$ cat src/rtl/instruction_ram_loader_pkg.sv
// Shared definitions for the instruction RAM loader: word geometry, default
// RAM geometry and the loader FSM state encoding.
package instruction_ram_loader_pkg;

    localparam int BYTES_PER_WORD     = 4;
    localparam int INSTR_WIDTH        = 32;
    localparam int RAM_DEPTH_DEFAULT  = 98;
    localparam int ADDR_WIDTH_DEFAULT = 10;
    localparam int BYTE_INDEX_WIDTH   = $clog2(BYTES_PER_WORD);

    typedef enum logic [2:0] {
        ST_IDLE     = 3'd0,
        ST_CHECK    = 3'd1,
        ST_ASSEMBLE = 3'd2,
        ST_WRITE    = 3'd3,
        ST_FINISH   = 3'd4
    } loader_state_e;

    // Load window [base, base+count) must lie entirely inside the RAM.
    function automatic logic range_fail(
        input logic [ADDR_WIDTH_DEFAULT:0] base_ext,
        input logic [ADDR_WIDTH_DEFAULT:0] end_ext,
        input logic [ADDR_WIDTH_DEFAULT:0] depth_ext
    );
        return (base_ext >= depth_ext) || (end_ext > depth_ext);
    endfunction

endpackage

$ cat src/rtl/instruction_ram_loader_byte_word_assembler.sv
// Packs accepted stream bytes MSB-first into one instruction word and flags
// the accept that completes the word.
module instruction_ram_loader_byte_word_assembler
    import instruction_ram_loader_pkg::*;
#(
    parameter int DATA_WIDTH = INSTR_WIDTH
) (
    input  logic                  clock,
    input  logic                  reset,
    input  logic                  clear_i,
    input  logic                  accept_i,
    input  logic [7:0]            byte_i,
    output logic [DATA_WIDTH-1:0] word_next_o,
    output logic                  word_complete_o
);

    localparam logic [BYTE_INDEX_WIDTH-1:0] LAST_INDEX = BYTE_INDEX_WIDTH'(BYTES_PER_WORD - 1);
    localparam logic [BYTE_INDEX_WIDTH-1:0] INDEX_ONE  = BYTE_INDEX_WIDTH'(1);

    logic [DATA_WIDTH-1:0]       word_q;
    logic [DATA_WIDTH-1:0]       word_d;
    logic [BYTE_INDEX_WIDTH-1:0] index_q;
    logic [BYTE_INDEX_WIDTH-1:0] index_d;

    // Next word/index; the index wraps to zero after the final byte of a word.
    always_comb begin
        word_next_o     = {word_q[DATA_WIDTH-9:0], byte_i};
        word_complete_o = accept_i && (index_q == LAST_INDEX);
        word_d          = word_q;
        index_d         = index_q;
        if (clear_i) begin
            word_d  = {DATA_WIDTH{1'b0}};
            index_d = {BYTE_INDEX_WIDTH{1'b0}};
        end else if (accept_i) begin
            word_d  = word_next_o;
            index_d = index_q + INDEX_ONE;
        end else begin
            word_d  = word_q;
            index_d = index_q;
        end
    end

    // Shift register and byte index state.
    always_ff @(posedge clock) begin
        if (reset) begin
            word_q  <= {DATA_WIDTH{1'b0}};
            index_q <= {BYTE_INDEX_WIDTH{1'b0}};
        end else begin
            word_q  <= word_d;
            index_q <= index_d;
        end
    end

endmodule

$ cat src/rtl/instruction_ram_loader.sv
// Streams bytes into 32-bit instruction words and writes them to the
// instruction RAM at consecutive addresses after a range check.
module instruction_ram_loader
    import instruction_ram_loader_pkg::*;
#(
    parameter int ADDR_WIDTH = ADDR_WIDTH_DEFAULT,
    parameter int DATA_WIDTH = INSTR_WIDTH,
    parameter int RAM_DEPTH  = RAM_DEPTH_DEFAULT
) (
    input  logic                  clock,
    input  logic                  reset,
    input  logic                  start,
    input  logic [ADDR_WIDTH-1:0] base_address,
    input  logic [ADDR_WIDTH-1:0] word_count,
    input  logic [7:0]            byte_in,
    input  logic                  byte_valid,
    output logic                  byte_ready,
    output logic                  ram_write_enable,
    output logic [ADDR_WIDTH-1:0] ram_write_address,
    output logic [DATA_WIDTH-1:0] ram_write_data,
    output logic                  busy,
    output logic                  done,
    output logic                  error
);

    localparam logic [ADDR_WIDTH-1:0] ADDR_ONE  = ADDR_WIDTH'(1);
    localparam logic [ADDR_WIDTH-1:0] ADDR_ZERO = ADDR_WIDTH'(0);
    localparam logic [ADDR_WIDTH:0]   DEPTH_EXT = (ADDR_WIDTH + 1)'(RAM_DEPTH);

    loader_state_e         state_q;
    logic [ADDR_WIDTH-1:0] addr_q;
    logic [ADDR_WIDTH-1:0] remaining_q;
    logic                  byte_ready_q;
    logic                  write_enable_q;
    logic [ADDR_WIDTH-1:0] write_address_q;
    logic [DATA_WIDTH-1:0] write_data_q;
    logic                  busy_q;
    logic                  done_q;
    logic                  error_q;

    logic                  byte_accept_d;
    logic                  clear_d;
    logic                  word_complete_d;
    logic [DATA_WIDTH-1:0] word_next_d;
    logic [ADDR_WIDTH:0]   base_ext_d;
    logic [ADDR_WIDTH:0]   end_ext_d;
    logic                  range_error_d;

    // Handshake qualification and the CHECK-state range evaluation.
    always_comb begin
        byte_accept_d = byte_valid && byte_ready_q && (state_q == ST_ASSEMBLE);
        clear_d       = (state_q == ST_CHECK);
        base_ext_d    = {1'b0, addr_q};
        end_ext_d     = {1'b0, addr_q} + {1'b0, remaining_q};
        range_error_d = (base_ext_d >= DEPTH_EXT) || (end_ext_d > DEPTH_EXT);
    end

    instruction_ram_loader_byte_word_assembler #(
        .DATA_WIDTH (DATA_WIDTH)
    ) u_assembler (
        .clock           (clock),
        .reset           (reset),
        .clear_i         (clear_d),
        .accept_i        (byte_accept_d),
        .byte_i          (byte_in),
        .word_next_o     (word_next_d),
        .word_complete_o (word_complete_d)
    );

    // Loader FSM; every output is registered and asserted on entry to its state.
    always_ff @(posedge clock) begin
        if (reset) begin
            state_q         <= ST_IDLE;
            addr_q          <= ADDR_ZERO;
            remaining_q     <= ADDR_ZERO;
            byte_ready_q    <= 1'b0;
            write_enable_q  <= 1'b0;
            write_address_q <= ADDR_ZERO;
            write_data_q    <= {DATA_WIDTH{1'b0}};
            busy_q          <= 1'b0;
            done_q          <= 1'b0;
            error_q         <= 1'b0;
        end else begin
            write_enable_q <= 1'b0;
            done_q         <= 1'b0;
            error_q        <= 1'b0;
            case (state_q)
                ST_IDLE: begin
                    byte_ready_q <= 1'b0;
                    if (start) begin
                        addr_q      <= base_address;
                        remaining_q <= word_count;
                        busy_q      <= 1'b1;
                        state_q     <= ST_CHECK;
                    end else begin
                        busy_q  <= 1'b0;
                        state_q <= ST_IDLE;
                    end
                end
                ST_CHECK: begin
                    if (remaining_q == ADDR_ZERO) begin
                        done_q  <= 1'b1;
                        state_q <= ST_FINISH;
                    end else if (range_error_d) begin
                        done_q  <= 1'b1;
                        error_q <= 1'b1;
                        state_q <= ST_FINISH;
                    end else begin
                        byte_ready_q <= 1'b1;
                        state_q      <= ST_ASSEMBLE;
                    end
                end
                ST_ASSEMBLE: begin
                    if (word_complete_d) begin
                        byte_ready_q    <= 1'b0;
                        write_enable_q  <= 1'b1;
                        write_address_q <= addr_q;
                        write_data_q    <= word_next_d;
                        state_q         <= ST_WRITE;
                    end else begin
                        byte_ready_q <= 1'b1;
                        state_q      <= ST_ASSEMBLE;
                    end
                end
                ST_WRITE: begin
                    addr_q      <= addr_q + ADDR_ONE;
                    remaining_q <= remaining_q - ADDR_ONE;
                    if (remaining_q == ADDR_ONE) begin
                        done_q  <= 1'b1;
                        state_q <= ST_FINISH;
                    end else begin
                        byte_ready_q <= 1'b1;
                        state_q      <= ST_ASSEMBLE;
                    end
                end
                ST_FINISH: begin
                    busy_q  <= 1'b0;
                    state_q <= ST_IDLE;
                end
                default: begin
                    byte_ready_q <= 1'b0;
                    busy_q       <= 1'b0;
                    state_q      <= ST_IDLE;
                end
            endcase
        end
    end

    assign byte_ready        = byte_ready_q;
    assign ram_write_enable  = write_enable_q;
    assign ram_write_address = write_address_q;
    assign ram_write_data    = write_data_q;
    assign busy              = busy_q;
    assign done              = done_q;
    assign error             = error_q;

endmodule
$ cat config.mk
export PLATFORM = sky130hd
export DESIGN_NAME = instruction_ram_loader
export DESIGN_NICKNAME = d
export VERILOG_FILES = /design/src/rtl/instruction_ram_loader_pkg.sv /design/src/rtl/instruction_ram_loader_byte_word_assembler.sv /design/src/rtl/instruction_ram_loader.sv
export SDC_FILE = /design/constraint.sdc
export NUM_CORES = 1
export LEC_CHECK = 0
export CORE_MARGIN = 2
export CORE_UTILIZATION = 59
export CTS_BUF_LIST = sky130_fd_sc_hd__clkbuf_2 sky130_fd_sc_hd__clkbuf_4 sky130_fd_sc_hd__clkbuf_8
export CTS_CLUSTER_DIAMETER = 30
export DETAILED_ROUTE_END_ITERATION = 8
export GPL_TIMING_DRIVEN = 0
export PLACE_DENSITY = 0.95
export SLEW_MARGIN = 40
export SYNTH_ARGS = -nofsm -noshare
export SYNTH_HDL_FRONTEND = slang
export SYNTH_SLANG_ARGS = --single-unit
$ cat constraint.sdc
create_clock -name clock -period 5.3 [get_ports clock]
set_input_delay 0.53 -clock clock [delete_from_list [all_inputs] [get_ports clock]]
set_output_delay 0.53 -clock clock [all_outputs]
set_load 0.005 [all_outputs]
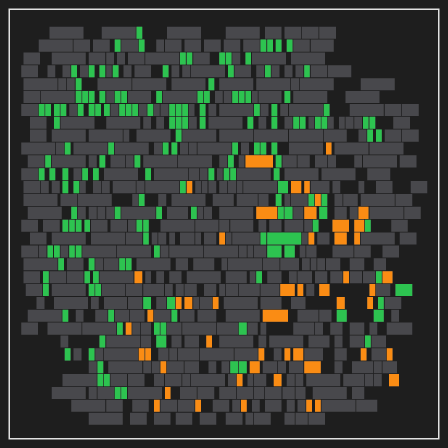
(run_1/logic_types.png)
Key: nand cells = green [cells 163, most used nand2_1]; nor cells = orange [cells 50, most used nor2_1]

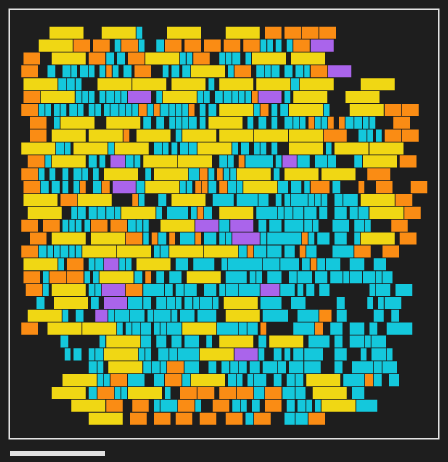
(run_1/placement_by_type.png)
The bar under the picture is 20 um long.
Key: sequential cells = yellow [cells 96, share of their area 36%]; combinational and other logic = cyan [cells 418, share of their area 43%]; clock drivers and dummy loads = purple [cells 16, share of their area 3.7%]; remaining buffers and delay cells = orange [cells 114, share of their area 18%]

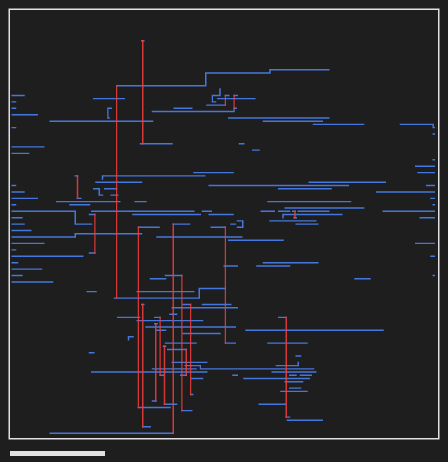
(run_1/wires.png)
The bar under the picture is 20 um long. Only two layers are drawn.
Key: metal 3 = blue [wire length 1000 um]; metal 4 = red [wire length 333 um]

[run 1: cells in the final DEF, fill, tap and decap left out, types with 4 or more instances in the layout]
cell	count
sky130_fd_sc_hd__buf_2	5
sky130_fd_sc_hd__clkbuf_1	25
sky130_fd_sc_hd__inv_1	8
sky130_fd_sc_hd__a211oi_1	11
sky130_fd_sc_hd__clkbuf_8	12
sky130_fd_sc_hd__dfxtp_1	96
sky130_fd_sc_hd__nor4_1	4
sky130_fd_sc_hd__a31oi_1	8
sky130_fd_sc_hd__nor2_1	30
sky130_fd_sc_hd__clkdlybuf4s50_1	78
sky130_fd_sc_hd__o21ai_0	17
sky130_fd_sc_hd__xor2_1	4
sky130_fd_sc_hd__a21oi_1	90
sky130_fd_sc_hd__nand2_1	148
sky130_fd_sc_hd__nor3_1	4
sky130_fd_sc_hd__nand3_1	7
sky130_fd_sc_hd__ha_1	15
[run 1: path summary, 6_finish.rpt]
check,cells after the start,slack (ps),end,from
worst max-delay path,10,2510,state_q[1],addr_q[0]
worst min-delay path,2,460,ram_write_data[19],ram_write_data[19]
worst max register to register,10,2510,state_q[1],addr_q[0]
worst min register to register,2,460,ram_write_data[19],ram_write_data[19]
[run 1: layout make-up]
type / instances / area, um^2 / area share (%)
plain buffers: 36 / 175 / 3.18
clock buffers: 10 / 138 / 2.49
clock inverters: 6 / 61.3 / 1.11
inverters: 8 / 30.0 / 0.544
multi-input cells: 410 / 2290 / 41.4
flip-flops and latches: 96 / 1920 / 34.8
well taps: 99 / 124 / 2.25
repair buffers: 78 / 781 / 14.2
[run 1: power groups by stage]
stage	Sequential (uW)	Clock, uW	Combinational [uW]
floorplan	775	0	153
global placement	782	0	213
detailed placement	783	0	219
CTS	767	478	222
global route	771	507	248
finish	768	476	227
==> summary.rpt, run 1 <==
========================================================================================
Routed vias/inst                                                                    6.00
Count of non-filler cells in the finished layout                                     743
Data arrival time of the critical path                                           3070 ps
Crit Path Max Fanout                                                                   8
Internal power                                                                   1040 uW
Category of the worst setup path capture point                                 flip-flop
Max-capacitance violation count                                                        0
Syn Nets                                                                             598
Sequential Power Share                                                             52.2%
Core area                                                                   0.00725 mm^2
Clock transition at path regs                                                     100 ps
NetSw                                                                             434 uW
Residual antenna-violating net count after detailed routing                            0
Outcome                                                                        completed
Number of hold violations in the final report                                          0
Overall fraction of global-route tracks in use                                     29.6%
Total clock sinks                                                                     96
Largest type area fraction                                                         43.5%
Post-Route M1 WL                                                                 5.09 mm
Number of port buffers                                                                78
Crit-path cells                                                             ha_1 > inv_1 > fa_1 > nand2b_1 > a21oi_1 > or4_1 > o311ai_1 > o31ai_2 > nor3_2 > a32o_1
Chip area in the Yosys report                                               0.00441 mm^2
Worst clock skew                                                                 11.1 ps
Routing usage on met2                                                              50.4%
Biggest cell delay along the critical path                                        490 ps
Clock network power share                                                          32.4%
Root Buffer Master                                                          sky130_fd_sc_hd__clkbuf_8
Buffers inserted during post-CTS setup optimization                                    0
Die Size                                                                    0.00819 mm^2
Setup slack after layout                                                         2510 ps
Netlist area before placement                                               0.00441 mm^2
Setup_tns                                                                           0 ps
GR Util met3                                                                       6.01%
Leftover overflow at the end of global routing                                         0
Category of cells accounting for the largest share of critical-path delay   AND-OR/OR-AND gates
Yosys Warn Count                                                                       0
Total inserted antenna cells                                                           0
Via count of the first global-routing pass                                          4137
Adder-cell area share of the yosys netlist                                         4.71%
GR peak layer                                                                       met2
Number of fill cells                                                                 520
Post-route cell area                                                        0.00552 mm^2
Met2 WL post-DR                                                                  5.66 mm
Placed instance area                                                        0.00532 mm^2
Number of top-level design ports                                                      79
Number of buffers inserted for hold repair after clock tree synthesis                  0
Critical Setup Path Class                                                        reg2reg
Cell Rows                                                                             31
Share of final-layout standard cells stronger than drive strength 1                7.61%
Number of nets in the final layout                                                   687
Post-layout period usage of the worst path                                         52.7%
Multiplexer area fraction after synthesis                                         0.454%
Number of gates resized after cts                                                      0
Net switching share of the total power                                             29.5%
Final critical delay including setup and external delays                         2790 ps
Largest register FFs                                                                  32
Total half-perimeter wirelength after legalization and detailed placement        8.81 mm
Aggregate routed wire length                                                     12.1 mm
Met3 wire length                                                                 1.00 mm
Worst min path class                                                             reg2reg
Initial Utilization                                                                60.8%
Die x size                                                                       90.5 um
Later-pin clock latency in the skew report                                        370 ps
Power density over cell area                                                 267 mW/mm^2
Count of final setup violators                                                         0
Part of the total power dissipated in combinational logic                          15.4%
DRC violation total after the first TritonRoute iteration                            386
Most frequently used flop master after synthesis                            sky130_fd_sc_hd__dfxtp_1
Slew of the pin with the lowest slew margin                                       596 ps
Number of buffer and inverter stages on the critical path                              1
Core Util, Final                                                                   76.1%
TritonCTS buffer count                                                                 9
Synth cell count leaders                                                    sky130_fd_sc_hd__nand2_1, sky130_fd_sc_hd__dfxtp_1, sky130_fd_sc_hd__a21oi_1, sky130_fd_sc_hd__nor2_1, sky130_fd_sc_hd__clkbuf_1
And-or/or-and share of the synthesized area                                        21.3%
Via Count                                                                           4459
Worst relative slew slack                                                          60.3%
CP max-delay cell                                                           sky130_fd_sc_hd__dfxtp_1
Crit path launch type                                                          flip-flop
First drt pass iteration count                                                         6
Simple-Gate Area Share                                                             24.1%
Synthesis-to-layout area growth                                                    25.0%
Routability Congestion                                                             0.904
Dominant kind of combinational cell                                         simple AND/OR/NAND/NOR gates
Global-route wire length before repair                                           19.7 mm
========================================================================================
==> run 2, diff against run 1 <==
Settings changed: CORE_UTILIZATION 59 to 54, PLACE_DENSITY 0.95 to 0.9.
Clock period 5.3 ns to 2.7 ns, I/O delays scaled along.
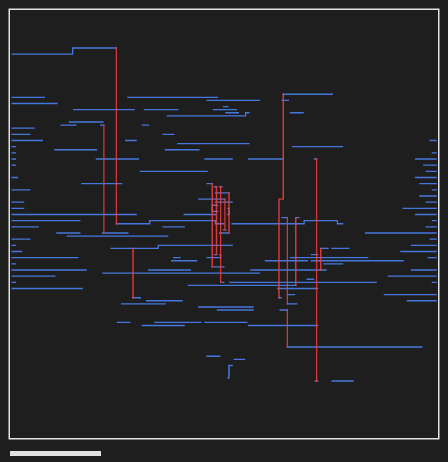
(run_2/wires.png)
The bar under the picture is 20 um long. Only two layers are drawn.
Key: metal 3 = blue [wire length 968 um]; metal 4 = red [wire length 285 um]

==> run 2 against run 1 <==
Wire length down 0.63%. Fmax up 7.4%. Clock skew about the same. First-iteration DRC count down 20%. Utilization down 5.3 points. Critical path depth unchanged. Power up 95%. Cell count up 0.54%. Non-clock buffer count up 1. Largest cell class unchanged. Highest routed layer unchanged.
==> summary.rpt, run 2 <==
========================================================================================
Category of cells accounting for the largest share of critical-path delay   AND-OR/OR-AND gates   unchanged
Post-layout period usage of the worst path                                         96.3%   was 52.7%
Seq. pwr                                                                         1510 uW   was 768 uW
Number of nets in the final layout                                                   688   was 687
Crit-path cells                                                             ha_1 > buf_4 > a211oi_1 > o21ai_0 > o221ai_1 > xor2_1 > o31ai_2 > buf_4 > nor4_1 > o2bb2ai_1   was ha_1 > inv_1 > fa_1 > nand2b_1 > a21oi_1 > or4_1 > o311ai_1 > o31ai_2 > nor3_2 > a32o_1
Maximum frequency from static timing analysis                                  0.385 GHz   was 0.358 GHz
Total combinational power                                                         451 uW   was 227 uW
Syn Nets                                                                             598   unchanged
First drt pass iteration count                                                         5   was 6
Buffers inserted during post-CTS setup optimization                                    0   unchanged
Critical Setup Path Class                                                        reg2reg   unchanged
Worst min path class                                                             reg2reg   unchanged
Via count of the first global-routing pass                                          4293   was 4137
Number of instances in the synthesized netlist                                       550   unchanged
Data arrival time of the critical path                                           2860 ps   was 3070 ps
Yosys Warn Count                                                                       0   unchanged
Synthesis-to-layout area growth                                                    25.2%   was 25.0%
Count of flip-flops with a built-in enable after synthesis                             0   unchanged
Sequential share of the synthesized area                                           43.5%   unchanged
Worst IR Drop VDD                                                               0.293 mV   was 0.178 mV
Post-synthesis sequential element count                                               96   unchanged
Leftover overflow at the end of global routing                                         0   unchanged
Core area                                                                   0.00781 mm^2   was 0.00725 mm^2
Routing usage on met2                                                              47.0%   was 50.4%
Max-capacitance violation count                                                        0   unchanged
Aggregate routed wire length                                                     12.0 mm   was 12.1 mm
Worst-case setup slack after placement                                           -102 ps   was 2600 ps
Maximum number of pins on one net before global-route repair                          19   unchanged
Cell seen most often among critical-path stages                             sky130_fd_sc_hd__buf_4
Part of the total power dissipated in combinational logic                          15.7%   was 15.4%
Most frequent standard cell in the layout excluding fill and tap cells      sky130_fd_sc_hd__nand2_1   unchanged
Height of the die                                                                94.4 um   was 90.5 um
Residual antenna-violating net count after detailed routing                            0   unchanged
Biggest cell delay along the critical path                                        480 ps   was 490 ps
Cells taking the most area after synthesis                                  sky130_fd_sc_hd__dfxtp_1, sky130_fd_sc_hd__nand2_1, sky130_fd_sc_hd__a21oi_1, sky130_fd_sc_hd__ha_1, sky130_fd_sc_hd__nor2_1   unchanged
GR Util met3                                                                       7.90%   was 6.01%
Chip area in the Yosys report                                               0.00441 mm^2   unchanged
Cell Rows                                                                             32   was 31
Initial Utilization                                                                56.5%   was 60.8%
Internal power                                                                   2010 uW   was 1040 uW
Largest register FFs                                                                  32   unchanged
Met2 WL post-DR                                                                  5.70 mm   was 5.66 mm
Netlist area before placement                                               0.00441 mm^2   unchanged
Number of top-level design ports                                                      79   unchanged
Setup repair after global routing missed its margin                                   no   unchanged
Global-route wire length before repair                                           19.6 mm   was 19.7 mm
CTS max path bufs                                                                      2   unchanged
Overall fraction of global-route tracks in use                                     27.9%   was 29.6%
Most frequently used flop master after synthesis                            sky130_fd_sc_hd__dfxtp_1   unchanged
Total inserted antenna cells                                                           0   unchanged
Number of gates resized after cts                                                      1   was 0
Via Count                                                                           4370   was 4459
Clock network power share                                                          31.7%   was 32.4%
Setup slack after layout                                                          100 ps   was 2510 ps
Crit Path Max Fanout                                                                   7   was 8
Most frequent cells in the layout                                           sky130_fd_sc_hd__nand2_1, sky130_fd_sc_hd__dfxtp_1, sky130_fd_sc_hd__a21oi_1   unchanged
Slew of the pin with the lowest slew margin                                       635 ps   was 596 ps
Residual DRC count                                                                     0   unchanged
Power density over cell area                                                 520 mW/mm^2   was 267 mW/mm^2
CTS H-Tree Depth                                                                       3   unchanged
Synth cell count leaders                                                    sky130_fd_sc_hd__nand2_1, sky130_fd_sc_hd__dfxtp_1, sky130_fd_sc_hd__a21oi_1, sky130_fd_sc_hd__nor2_1, sky130_fd_sc_hd__clkbuf_1   unchanged
Post-Route M1 WL                                                                 5.06 mm   was 5.09 mm
Later-pin clock latency in the skew report                                        380 ps   was 370 ps
DR WL/cell                                                                       16.1 um   was 16.3 um
Number of buffer and inverter stages on the critical path                              2   was 1
TritonCTS buffer count                                                                 9   unchanged
Leakage power                                                                 0.00191 uW   about the same
Crit path launch type                                                          flip-flop   unchanged
Share of final-layout standard cells stronger than drive strength 1                8.22%   was 7.61%
Root Buffer Master                                                          sky130_fd_sc_hd__clkbuf_8   unchanged
Net switching share of the total power                                             30.0%   was 29.5%
Outcome                                                                        completed   unchanged
Tool warning count                                                                    28   unchanged
Final max-slew violation count                                                         0   unchanged
Dominant cell by count in the synthesized netlist                           sky130_fd_sc_hd__nand2_1   unchanged
Number of hold violations in the final report                                          0   unchanged
Total half-perimeter wirelength after legalization and detailed placement        8.69 mm   was 8.81 mm
Category of the worst setup path capture point                                 flip-flop   unchanged
Count of unique library cells instantiated by Yosys                                   68   unchanged
Final critical delay including setup and external delays                         2600 ps   was 2790 ps
Largest area contributor in the synthesized netlist                         sky130_fd_sc_hd__dfxtp_1   unchanged
Total clock sinks                                                                     96   unchanged
Die Size                                                                    0.00891 mm^2   was 0.00819 mm^2
Number of buffers inserted for hold repair after clock tree synthesis                  0   unchanged
Met3 wire length                                                                  967 um   was 1.00 mm
Largest type area fraction                                                         43.5%   unchanged
Count of final setup violators                                                         0   unchanged
NetSw                                                                             860 uW   was 434 uW
TritonCTS clock tree                                                               built   unchanged
Met1 Use GR                                                                        33.7%   was 37.3%
Die x size                                                                       94.4 um   was 90.5 um
Worst endpoint required time                                                     2960 ps   was 5570 ps
GR peak layer                                                                       met2   unchanged
Routability Congestion                                                             0.903   was 0.904
Antenna violations before repair                                                       0   unchanged
Clock group                                                                       911 uW   was 476 uW
Clock transition at path regs                                                     100 ps   about the same
Worst relative slew slack                                                          57.6%   was 60.3%
DRC violation total after the first TritonRoute iteration                            309   was 386
Number of port buffers                                                                78   unchanged
Power group with the largest share                                          sequential cells   unchanged
Worst clock skew                                                                 10.8 ps   was 11.1 ps
CP max-delay cell                                                           sky130_fd_sc_hd__dfxtp_1   unchanged
Sequential Power Share                                                             52.6%   was 52.2%
Routed vias/inst                                                                    5.85   was 6.00
========================================================================================
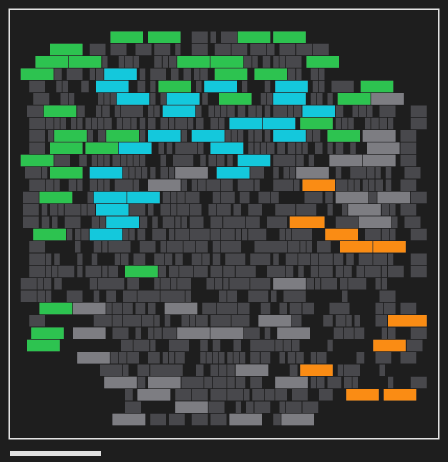
(run_2/flops_by_reg.png)
The bar under the picture is 20 um long. Other sequential cells in the stronger grey, the rest of the logic in the fainter grey.
Key: addr_q = orange [flops 10]; ram_write_data = green [flops 32]; u_assembler.word_q = cyan [flops 24]

[run 2: cell count changes in the layout (fill, tap and decap cells not counted), sizes merged]
cell / previous run / this run
clkinv: 2 / 1
clkbuf: 39 / 38
clkinvlp: 1 / 3
buf: 7 / 8
[run 2: stage by stage]
| step | setup TNS [ps] | std cells | total power (uW) | utilization, % | instance area, um^2 |
|---|---|---|---|---|---|
| 2_1_floorplan | 0 | 550 | 1820 | - | 4410 |
| 3_3_place_gp | -130 | 730 | 1950 | 68.2 | 5320 |
| 3_5_place_dp | -235 | 730 | 1970 | 68.2 | 5320 |
| 4_1_cts | 0 | 746 | 2860 | 70.6 | 5510 |
| 5_1_grt | 0 | 747 | 2980 | 70.8 | 5530 |
| 6_report | 0 | 747 | 2870 | 70.8 | 5530 |
[run 2: final timing paths]
check                                     endpoint          startpoint  slack [ps]  depth (start not counted)
worst min-delay path            ram_write_data[22]  ram_write_data[22]         460                          2
worst max register to register          byte_ready           addr_q[5]         100                         10
worst max-delay path                    byte_ready           addr_q[5]         100                         10
worst min register to register  ram_write_data[22]  ram_write_data[22]         460                          2
[run 2: cell type report]
type / instances / area (um^2)
well taps: 102 / 128
inverters: 8 / 30.0
clock buffers: 9 / 124
clock inverters: 7 / 65.1
multi-input cells: 410 / 2290
plain buffers: 36 / 175
repair buffers: 79 / 788
fillers: 600 / 2280
flip-flops and latches: 96 / 1930
[run 2: kinds of logic (layout without fill, tap and decap cells)]
group	Yosys count	count (layout)	synth area share, %
flops	96	96	43.5
compound gates	156	156	21.3
simple gates	230	230	24.1
xor+xnor	6	6	1.19
buf+inv	44	139	4.65
fa+ha+maj	16	16	4.71
mux	2	2	0.454
Power and IR drop assume default switching activity.
